==> config.mk <==
export PLATFORM = sky130hd
export DESIGN_NAME = mcm6264c_ctrl
export DESIGN_NICKNAME = d
export VERILOG_FILES = /design/src/rtl/mcm6264c_ctrl.sv
export SDC_FILE = /design/constraint.sdc
export NUM_CORES = 1
export LEC_CHECK = 0
export CAP_MARGIN = 40
export CORE_ASPECT_RATIO = 1.25
export CORE_MARGIN = 2
export CORE_UTILIZATION = 41
export CTS_BUF_LIST = sky130_fd_sc_hd__clkbuf_4 sky130_fd_sc_hd__clkbuf_8
export CTS_CLUSTER_DIAMETER = 40
export DETAILED_ROUTE_END_ITERATION = 16
export GPL_TIMING_DRIVEN = 0
export PLACE_DENSITY = 0.74
export SYNTH_ARGS = -nofsm -noshare
export SYNTH_HDL_FRONTEND = slang
export SYNTH_SLANG_ARGS = --single-unit
export TNS_END_PERCENT = 100
==> constraint.sdc <==
create_clock -name clk -period 1.9 [get_ports clk]
set_input_delay 0.38 -clock clk [delete_from_list [all_inputs] [get_ports clk]]
set_output_delay 0.38 -clock clk [all_outputs]
set_load 0.02 [all_outputs]
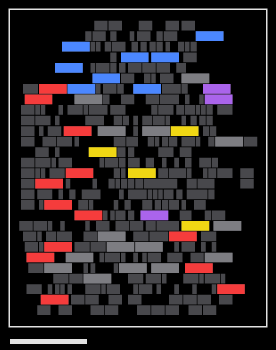
(run_1/ff_map.png)
Bar = 20 um. Other sequential cells in the stronger gray, the rest of the logic in the fainter gray.
[yellow] `cnt` | placed flops: 4
[blue] `rsp_rdata` | placed flops: 8
[red] `sram_addr` | placed flops: 13
[purple] `state` | placed flops: 3
not colored: 15
fraction of area in registers: 0.305
Flop area: 861 um2
utilization of the core after routing: 0.601
power in sequential cells: 1.03 mW

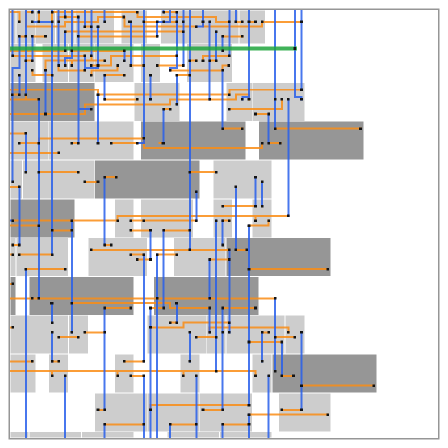
(run_1/closeup.png)
Region (35, 5) to (65, 35) um. Cells in gray, sequential cells in the stronger gray; small squares are vias.
[orange] M1
[green] M3
[blue] M2
most frequent: nand2_1 (13), dfxtp_1 (9), clkdlybuf4s50_1 (7)
sequential cells in the window: 9
cells with their middle in the window: 50

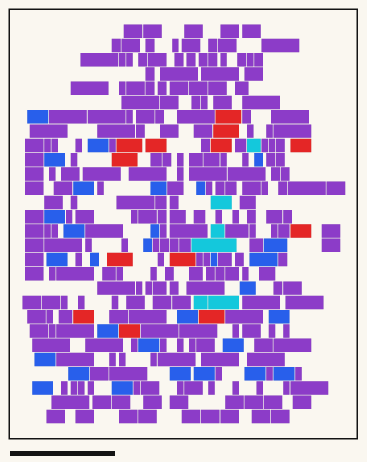
(run_1/sizing.png)
Bar = 20 um.
[blue] x2 | cells: 30 | share: 10% | most used: a21boi_2
[red] x6 and larger | cells: 13 | share: 4.3% | most used: clkbuf_8
[purple] x1 and smaller | cells: 250 | share: 84% | most used: clkdlybuf4s50_1
[cyan] x3 and x4 | cells: 6 | share: 2.0% | most used: buf_4
number of signal-net buffers in the layout: 85
Syn-to-layout area delta: 42.9%
Final Worst Setup Slack: 0.132 ns
final std cell area, no fill: 2820 um2

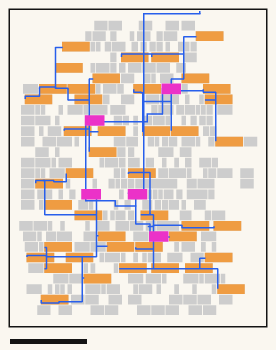
(run_1/clock_wires.png)
Bar = 20 um.
[orange] flip-flops | count: 43
[magenta] clock-net drivers | count: 5
[blue] clock wires | length: 506 um
routed clock nets: 6
clock insertion delay at the later pin of the skew report: 0.29 ns
clock tree skew after final layout: 0.00782 ns

==> results.py, run 1 <==
# Flow results
metrics = {
    "global_routing": {
        "met3_usage": 0.0466,
        "grt_util_met1": 0.214,
        "overall_fraction_of_global_route_tracks_in_use": 0.176,
        "vias_in_the_first_global_route": 1605,
        "gr-total-overflow": 0,
        "globalRouteMet2Util": 0.294,
        "maximum_number_of_pins_on_one_net_before_global_route_repair": 13,
        "grt_most_used_layer": "met2",
    },
    "die": {
        "die_h_um": 81.6,
        "well_tap_count": 60,
        "core_util_floorplan": 0.420,
    },
    "synth": {
        "muxShareOfSynthArea": 0.00507,
        "enable_flop_cells": 0,
        "top_cells_by_count": "64 x sky130_fd_sc_hd__nand2_1, 43 x sky130_fd_sc_hd__dfxtp_1, 20 x sky130_fd_sc_hd__a21boi_2, 14 x sky130_fd_sc_hd__nand3_1, 14 x sky130_fd_sc_hd__o21ai_0",
        "synth.net_count": 258,
        "synth_area_leader_cell": "sky130_fd_sc_hd__dfxtp_1",
        "flop_cell": "sky130_fd_sc_hd__dfxtp_1",
        "synthesis.area_um2": 1970,
        "top_cell_area_share": 0.436,
        "synth.cellmix.simpleShare": 0.230,
        "synthArstFlopShare": 0,
        "ys_top_logic_family": "AND-OR/OR-AND gates",
        "yosys_register_bits": 43,
        "synth.cellmix.adderShare": 0.00634,
        "synthesis.area_per_instance_um2": 8.81,
    },
    "final_layout": {
        "flip_flop_count_of_the_largest_register_after_layout": 13,
        "clock_buffer_count": 8,
        "drive_gt1_frac": 0.164,
        "layout.nets": 332,
        "area_share_clock_buf_inv": 0.0368,
        "n_all_inverters": 4,
        "final.fill_count": 424,
        "layout.cells.largest_class": "combinational gates",
        "multiInputCombCellCount": 159,
        "final_cell_mix": "66 x sky130_fd_sc_hd__clkdlybuf4s50_1, 64 x sky130_fd_sc_hd__nand2_1, 43 x sky130_fd_sc_hd__dfxtp_1, 20 x sky130_fd_sc_hd__a21boi_2",
        "area.combinational_um2": 975,
        "nFlopsAndLatches": 43,
        "layoutNonFillerInstCount": 359,
        "most_common_cell_after_layout_fill_and_taps_aside": "sky130_fd_sc_hd__clkdlybuf4s50_1",
    },
    "timing": {
        "period_minus_slack_ns": 1.77,
        "clock.fmax_mhz": 566,
        "rsz_0062_raised_after_global_routing": "no",
        "final_min_period_over_clock_period": 0.930,
        "slew_viols_final": 0,
        "finalHoldViolations": 0,
        "max-slew-margin-rel": 0.657,
        "worstMarginPinSlew_ns": 0.514,
        "fin_tns_setup_ns": 0,
    },
    "worst_setup_path": {
        "slowest_stage": "sky130_fd_sc_hd__or3b_4",
        "critical_path.startpoint_type": "flop",
        "setup.worst_path.class": "reg2reg",
        "critPathTopFamily": "simple AND/OR/NAND/NOR gates",
        "worstPathBufferInverterCount": 2,
        "reg2reg_slack_ns": 0.13,
        "crit_arrival_ns": 2.00,
        "cp_endpoint_kind": "flop",
    },
    "placement": {
        "place_area_um2": 2710,
        "post-dp-hpwl_um": 3390,
    },
    "routing": {
        "drt_wl_total_um": 4600,
        "number_of_iterations_in_the_first_detailed_routing_pass": 4,
        "route.detailed.drc": 0,
        "met3_length_um": 165,
        "top_layer_used": "met4",
        "drt_first_iter_violations": 69,
        "vias_per_cell": 4.96,
        "dr_total_vias": 1781,
    },
    "power_and_ir_drop": {
        "p_per_area_nw_per_um2": 858,
        "clk-power_mw": 0.633,
        "power_combinational_mw": 0.753,
        "peakVddDrop_mv": 0.513,
        "net-switching-power_mw": 0.727,
        "leakagePower_nw": 0.998,
        "clk_network_pwr_share": 0.262,
    },
    "cts": {
        "clk_path_buf_depth": 2,
        "cts_resized": 0,
        "tritoncts.num_buffers": 5,
        "cts_hold_buffers": 0,
        "clock_sink_count": 43,
    },
    "run_status": {
        "status": "finished clean",
    },
    "flow_run": {
        "log.warning_count": 26,
    },
}
--- run 2 (diff from run 1) ---
--- a/config.mk
+++ b/config.mk
@@ -14,6 +14,7 @@
 export DETAILED_ROUTE_END_ITERATION = 16
 export GPL_TIMING_DRIVEN = 0
 export PLACE_DENSITY = 0.74
+export SLEW_MARGIN = 20
 export SYNTH_ARGS = -nofsm -noshare
 export SYNTH_HDL_FRONTEND = slang
 export SYNTH_SLANG_ARGS = --single-unit
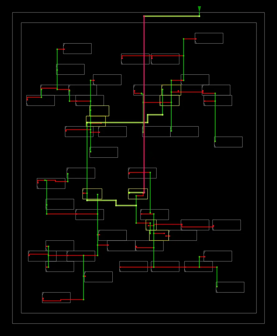
(run_2/clock_nets.png)
clock buffer count from CTS: 5
clock buffer count in the final layout: 8
Flops: 43

==> results.py, run 2 <==
# Flow results
metrics = {
    "synth": {
        "synth_area_leader_cell": "sky130_fd_sc_hd__dfxtp_1",
        "synth.net_count": 258,
        "ys_top_logic_family": "AND-OR/OR-AND gates",
        "enable_flop_cells": 0,
        "top_cell_area_share": 0.436,
        "yosys_register_bits": 43,
        "synthesis.area_per_instance_um2": 8.81,
        "synth.cellmix.simpleShare": 0.230,
        "synth.cellmix.adderShare": 0.00634,
        "top_cells_by_count": "64 x sky130_fd_sc_hd__nand2_1, 43 x sky130_fd_sc_hd__dfxtp_1, 20 x sky130_fd_sc_hd__a21boi_2, 14 x sky130_fd_sc_hd__nand3_1, 14 x sky130_fd_sc_hd__o21ai_0",
        "synthArstFlopShare": 0,
    },
    "final_layout": {
        "sequential_cell_area_um2": 861,
        "drive_gt1_frac": 0.164,
        "final_std_cell_area_no_fill_um2": 2820,
        "area_growth_syn_to_layout_pct": 42.9,
        "seqAreaFraction": 0.305,
        "area_share_clock_buf_inv": 0.0368,
        "final_cell_mix": "66 x sky130_fd_sc_hd__clkdlybuf4s50_1, 64 x sky130_fd_sc_hd__nand2_1, 43 x sky130_fd_sc_hd__dfxtp_1, 20 x sky130_fd_sc_hd__a21boi_2",
        "fin_util": 0.601,
        "n_all_inverters": 4,
        "most_common_cell_after_layout_fill_and_taps_aside": "sky130_fd_sc_hd__clkdlybuf4s50_1",
        "layout.nets": 332,
        "final.fill_count": 424,
        "layoutNonFillerInstCount": 359,
        "multiInputCombCellCount": 159,
        "layout.cells.largest_class": "combinational gates",
        "flip_flop_count_of_the_largest_register_after_layout": 13,
    },
    "power_and_ir_drop": {
        "clk-power_mw": 0.633,
        "p_per_area_nw_per_um2": 858,
        "power.sequential.total_mw": 1.03,
        "power_combinational_mw": 0.753,
        "clk_network_pwr_share": 0.262,
        "leakagePower_nw": 0.998,
        "peakVddDrop_mv": 0.513,
    },
    "timing": {
        "max-slew-margin-rel": 0.657,
        "worst_slack_ns": 0.132,
        "rsz_0062_raised_after_global_routing": "no",
        "final_min_period_over_clock_period": 0.930,
        "clock.fmax_mhz": 566,
        "period_minus_slack_ns": 1.77,
        "finalHoldViolations": 0,
        "fin_tns_setup_ns": 0,
        "final.setup_skew_ns": 0.00782,
        "slew_viols_final": 0,
        "worstMarginPinSlew_ns": 0.514,
    },
    "global_routing": {
        "overall_fraction_of_global_route_tracks_in_use": 0.176,
        "grt_util_met1": 0.214,
        "grt_most_used_layer": "met2",
        "gr-total-overflow": 0,
        "met3_usage": 0.0466,
        "vias_in_the_first_global_route": 1605,
        "globalRouteMet2Util": 0.294,
        "maximum_number_of_pins_on_one_net_before_global_route_repair": 13,
    },
    "cts": {
        "cts_resized": 0,
        "clk_path_buf_depth": 2,
        "clock_sink_count": 43,
    },
    "routing": {
        "drt_first_iter_violations": 69,
        "vias_per_cell": 4.96,
        "dr_total_vias": 1781,
        "drt_wl_total_um": 4600,
        "route.detailed.drc": 0,
        "met3_length_um": 165,
    },
    "run_status": {
        "status": "finished clean",
    },
    "placement": {
        "place_area_um2": 2710,
        "post-dp-hpwl_um": 3390,
    },
    "worst_setup_path": {
        "setup.worst_path.class": "reg2reg",
        "critPathTopFamily": "simple AND/OR/NAND/NOR gates",
        "reg2reg_slack_ns": 0.13,
        "slowest_stage": "sky130_fd_sc_hd__or3b_4",
        "worstPathBufferInverterCount": 2,
        "critical_path.startpoint_type": "flop",
    },
    "die": {
        "well_tap_count": 60,
        "die_h_um": 81.6,
        "core_util_floorplan": 0.420,
    },
}
No activity file was given, so power comes from the tool's default toggle rates.
